--- config.mk ---
export PLATFORM = sky130hd
export DESIGN_NAME = pc_sequencer
export DESIGN_NICKNAME = d
export VERILOG_FILES = /design/src/rtl/mips_pkg.sv /design/src/rtl/sat_counter.sv /design/src/rtl/pc_sequencer.sv
export SDC_FILE = /design/constraint.sdc
export NUM_CORES = 1
export LEC_CHECK = 0
export ABC_AREA = 0
export CAP_MARGIN = 15
export CORE_ASPECT_RATIO = 0.8
export CORE_UTILIZATION = 45
export DETAILED_ROUTE_END_ITERATION = 12
export GPL_ROUTABILITY_DRIVEN = 0
export PLACE_DENSITY = 0.82
export SYNTH_ARGS = -nofsm -noshare
export SYNTH_HDL_FRONTEND = slang
export SYNTH_SLANG_ARGS = --single-unit
--- constraint.sdc ---
create_clock -name clk -period 1.99 [get_ports clk]
set_input_delay 0.2985 -clock clk [delete_from_list [all_inputs] [get_ports clk]]
set_output_delay 0.2985 -clock clk [all_outputs]
set_load 0.005 [all_outputs]
--- src/rtl/mips_pkg.sv ---
// Shared definitions for the multi-cycle PC sequencer: opcodes, FSM states and PC-select codes.
package mips_pkg;

    localparam logic [5:0] OP_RTYPE = 6'b000000;
    localparam logic [5:0] OP_LW    = 6'b100011;
    localparam logic [5:0] OP_SW    = 6'b101011;
    localparam logic [5:0] OP_BEQ   = 6'b000100;
    localparam logic [5:0] OP_J     = 6'b000010;
    localparam logic [5:0] OP_HALT  = 6'b111111;

    localparam logic [1:0] PC_INC    = 2'b00;
    localparam logic [1:0] PC_JUMP   = 2'b01;
    localparam logic [1:0] PC_BRANCH = 2'b10;
    localparam logic [1:0] PC_HOLD   = 2'b11;

    typedef enum logic [2:0] {
        StFetch,
        StDecode,
        StExec,
        StMem,
        StWb,
        StHalt
    } state_e;

    function automatic logic is_legal(input logic [5:0] op);
        return op inside {OP_RTYPE, OP_LW, OP_SW, OP_BEQ, OP_J, OP_HALT};
    endfunction

endpackage

--- src/rtl/sat_counter.sv ---
// Up-counter that sticks at its all-ones value instead of wrapping.
module sat_counter #(
    parameter int unsigned WIDTH = 16
) (
    input  logic             clk,
    input  logic             rst,
    input  logic             inc,
    output logic [WIDTH-1:0] count
);

    logic [WIDTH-1:0] count_q;
    logic [WIDTH-1:0] count_d;

    always_comb begin
        count_d = count_q;
        if (inc && (count_q != {WIDTH{1'b1}})) begin
            count_d = count_q + {{(WIDTH-1){1'b0}}, 1'b1};
        end
    end

    always_ff @(posedge clk or posedge rst) begin
        if (rst) begin
            count_q <= '0;
        end else begin
            count_q <= count_d;
        end
    end

    assign count = count_q;

endmodule

--- src/rtl/pc_sequencer.sv ---
// Multi-cycle control FSM: steps each instruction through FETCH/DECODE/EXEC/MEM/WB and
// drives PC selection, datapath enables and a saturating retired-instruction count.
module pc_sequencer
    import mips_pkg::*;
(
    input  logic        clk,
    input  logic        rst,
    input  logic [5:0]  opcode,
    input  logic        zero,
    input  logic        mem_ready,
    output logic [1:0]  pc_sig,
    output logic        ir_we,
    output logic        reg_we,
    output logic        mem_rd,
    output logic        mem_wr,
    output logic        mem_to_reg,
    output logic        halted,
    output logic        illegal,
    output logic [15:0] retired
);

    state_e     state_q, state_d;
    logic [5:0] opcode_q;
    logic       illegal_q;
    logic       retire;

    // DECODE acts on the live opcode; later states use the copy latched at the end of DECODE.
    always_comb begin
        state_d    = state_q;
        pc_sig     = PC_HOLD;
        ir_we      = 1'b0;
        reg_we     = 1'b0;
        mem_rd     = 1'b0;
        mem_wr     = 1'b0;
        mem_to_reg = 1'b0;
        halted     = 1'b0;

        case (state_q)
            StFetch: begin
                ir_we   = 1'b1;
                state_d = StDecode;
            end
            StDecode: begin
                case (opcode)
                    OP_RTYPE, OP_LW, OP_SW, OP_BEQ: state_d = StExec;
                    OP_J: begin
                        pc_sig  = PC_JUMP;
                        state_d = StFetch;
                    end
                    OP_HALT: state_d = StHalt;
                    default: begin
                        pc_sig  = PC_INC;
                        state_d = StFetch;
                    end
                endcase
            end
            StExec: begin
                case (opcode_q)
                    OP_BEQ: begin
                        pc_sig  = zero ? PC_BRANCH : PC_INC;
                        state_d = StFetch;
                    end
                    OP_LW, OP_SW: state_d = StMem;
                    default:      state_d = StWb;
                endcase
            end
            StMem: begin
                mem_rd = (opcode_q == OP_LW);
                mem_wr = (opcode_q == OP_SW);
                if (mem_ready) begin
                    if (opcode_q == OP_SW) begin
                        pc_sig  = PC_INC;
                        state_d = StFetch;
                    end else begin
                        state_d = StWb;
                    end
                end
            end
            StWb: begin
                reg_we     = 1'b1;
                mem_to_reg = (opcode_q == OP_LW);
                pc_sig     = PC_INC;
                state_d    = StFetch;
            end
            StHalt: halted = 1'b1;
            default: state_d = StFetch;
        endcase

        if (rst) begin
            pc_sig     = PC_HOLD;
            ir_we      = 1'b0;
            reg_we     = 1'b0;
            mem_rd     = 1'b0;
            mem_wr     = 1'b0;
            mem_to_reg = 1'b0;
            halted     = 1'b0;
        end
    end

    always_ff @(posedge clk or posedge rst) begin
        if (rst) begin
            state_q   <= StFetch;
            opcode_q  <= OP_RTYPE;
            illegal_q <= 1'b0;
        end else begin
            state_q <= state_d;
            if (state_q == StDecode) begin
                opcode_q <= opcode;
                if (!is_legal(opcode)) begin
                    illegal_q <= 1'b1;
                end
            end
        end
    end

    // Every non-hold PC update marks the retire cycle of one instruction.
    assign retire  = (pc_sig != PC_HOLD);
    assign illegal = illegal_q;

    sat_counter #(
        .WIDTH(16)
    ) u_retired (
        .clk  (clk),
        .rst  (rst),
        .inc  (retire),
        .count(retired)
    );

endmodule

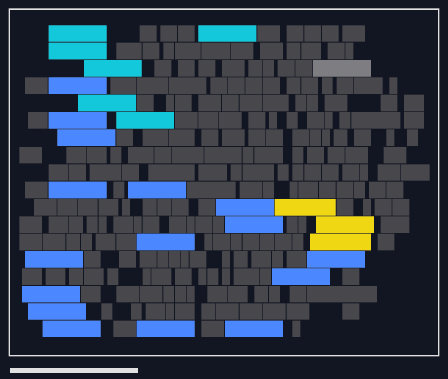
Fig. 1. Register map, names as in the netlist.
The bar under the picture is 20 µm long. Other sequential cells in the stronger gray, the rest of the logic in the fainter gray.
yellow -> `state_q`  # sequential cells 3
cyan -> `opcode_q`  # sequential cells 6, where top left
blue -> `u_retired.count`  # sequential cells 16
not colored = 1

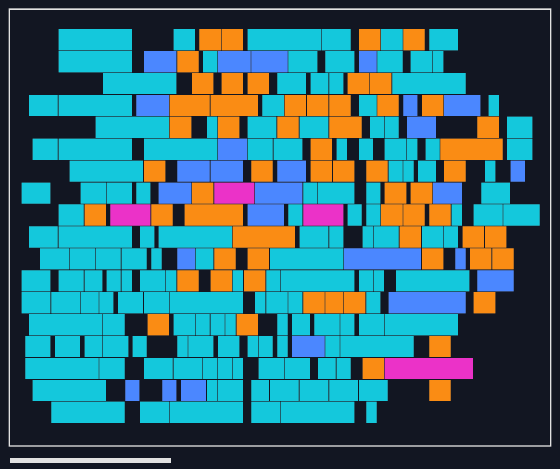
Fig. 2. Drive-strength map.
The bar under the picture is 20 µm long.
orange -> drive 3 to 4  # cells 60, most used buf_4
magenta -> drive 6 and up  # cells 4, most used clkbuf_8
blue -> drive 2  # cells 26, most used mux2_2
cyan -> drive 1 or less  # cells 152, most used clkdlybuf4s50_1

==> flow_summary.ini <==
; yosys + openroad results
[status]
status = complete, but fails checks
violations = negative setup slack

[routing]
viasPerCell = 5.74
drtAntennaViolNets = 0
drtIter0Drc = 85
wirelength_um = 4850
post_drt_wl_per_cell_um = 17.2
route.detailed.drc = 0
dr.pass1.iters = 4
vias = 1618

[final_layout]
clock_area_frac = 0.0297
lay_top_cells = buf_4, clkdlybuf4s50_1, dfrtp_1, xnor2_1, nor2_1
buf_share = 0.298
fin_util = 0.763
synthToLayoutAreaGrowth_pct = 58.1
flop_area_um2 = 653
logic_area_um2 = 885
inv_count = 7
antennaDiodeCount = 0
comb_share = 0.368
nFillCells = 203
largest_reg_flops = 16
ff_count = 26
seq_area_frac = 0.272
drive_gt1_frac = 0.372
area_dominant_class = logic gates
nClkBuffers = 3
fin_area_um2 = 2400
n_all_buffers = 87
lay_top_count = buf_4
nMultiInputCombCells = 118
nNetsFinal = 254

[power_and_ir_drop]
pg_seq_w = 0.000528
peakVddDrop_mv = 0.508
p_int_w = 0.000834
switching_share = 0.199
p_seq_frac = 0.507
p_clk_frac = 0.423
clk-power_w = 0.000441
p_switching_w = 0.000207
leakage_nw = 1.05
combinationalPower_w = 0.0000726
power.density_nw_per_um2 = 433
power_frac_comb = 0.070
maxPowerGroup = registers

[setup_path]
reg2reg_from = opcode_q[0]$_DFFE_PP0P_
r2r_cells = 7
max_stage_delay_ps = 430
cpMaxStageDelayCell = or3_1
crit_required_ps = 2160
crit_cells = 8
cp_max_fo = 15
cp-start-kind = primary input
critPathArrivalTime_ps = 2440
startpoint = opcode[0]
timing.rr.end = u_retired.count[1]$_DFFE_PP0P_
cp.buffers_inverters = 2
cpLargestDelayFamily = AND-OR/OR-AND gates
crit_path_end_kind = flop
worstSetupEndpoint = u_retired.count[1]$_DFFE_PP0P_
critPathKind = primary input to flop
critical_path.cell_chain = clkdlybuf4s50_1 > or3_1 > a211oi_2 > o21a_1 > nor3_2 > buf_4 > o21ai_2 > mux2_2
r2r_slack_ps = -230

[logic_synthesis]
yosys_warnings = 0
numSynthFlops = 26
netlist_area_um2 = 1520
floorplan.nets = 168
avgSynthCellArea_um2 = 9.69
syn_inst = 157
yosys_area_um2 = 1520
synth_top_cell_by_area = dfrtp_1
ys_seq_frac = 0.428
edf_count = 0
ys_cells = 157
flop_cell = dfrtp_1
top_cells_by_count = dfrtp_1, xnor2_1, nor2_1
yosysMostFrequentCell = dfrtp_1
yosysTopAreaCellShare = 0.428
synth_cell_types = 38
synthArstFlopShare = 1.00
area_leaders = dfrtp_1, xnor2_1, mux2_2, o2111ai_1, nand3_1

[clocking]
cts.path.max_buffers = 2
cts_setup_buffers = 4
htree_levels = 1
cts_resized = 33
cts_tree = done
postCtsHoldBufs = 0
path_clk_slew_ps = 100
cts-root-buf = clkbuf_8

[min_path]
worstHoldStart = illegal$_DFFE_PP0P_
whs_path_depth = 2
whs_endpoint = illegal$_DFFE_PP0P_
min_path_type = flop to flop

[timing]
max_freq_mhz = 440
finalMaxSlewViolations = 0
setup-violations-final = 18
rsz0062_at_grt = true
worst_slack_ps = -281
hold_violations = 0
finalCritPeriodShare = 1.14
worst_pin_slew_ps = 507
fin_setup_tns_ps = -3090
slew_headroom = 0.660
finalCriticalPeriod_ps = 2270

[job]
drv_cap = 0
tool_warnings = 29

[floorplanning]
core_um2 = 3150
ios = 35
die_area_um2 = 3620
initial_core_util = 0.483
fp.dieW_um = 67.0
tap_cells = 40
num_rows = 18
die_h_um = 54.0

[place]
hpwl_um = 3300
place_area_um2 = 2210
place.port_buffers = 34

[global_route]
overflow = 0
antenna_found_initial = 0
grt_pass1_wl_um = 7580
grt_pass1_vias = 1564
grt_usage = 0.290
grt_max_degree = 16
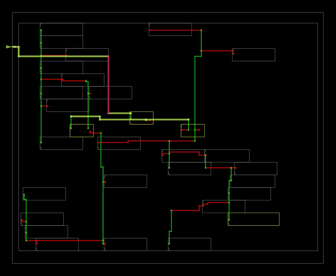
Fig. 3. Clock nets.
CTS buffer count: 3
clock sink total: 26
Latency at later pin: 280 ps
Fin Clk Skew: 8.33 ps

stage by stage:
stage / total power (W) / instances / hold slack [ps] / setup slack [ps]
CTS: 0.00105 / 278 / 481 / -455
global route: 0.00108 / 282 / 503 / -368
finish: 0.00104 / 282 / 476 / -281
detailed placement: 0.000606 / 270 / 457 / -607
global placement: 0.000604 / 270 / 457 / -495
floorplan: 0.000556 / 157 / 356 / -67.4
cells by family after synthesis:
logic type	share of synthesized area
fa+ha+maj	0.00822
buf+inv	0.0403
flops	0.428
simple gates	0.222
compound gates	0.164
mux	0.0518
xor+xnor	0.0864
routing by layer:
layer / wire [µm] / track usage
met5: 0 / 0
met4: 114 / 0.113
met3: 278 / 0.0593
met2: 2380 / 0.465
met1: 2070 / 0.386
Power figures rest on the tool's default switching activity, not on a simulated workload.
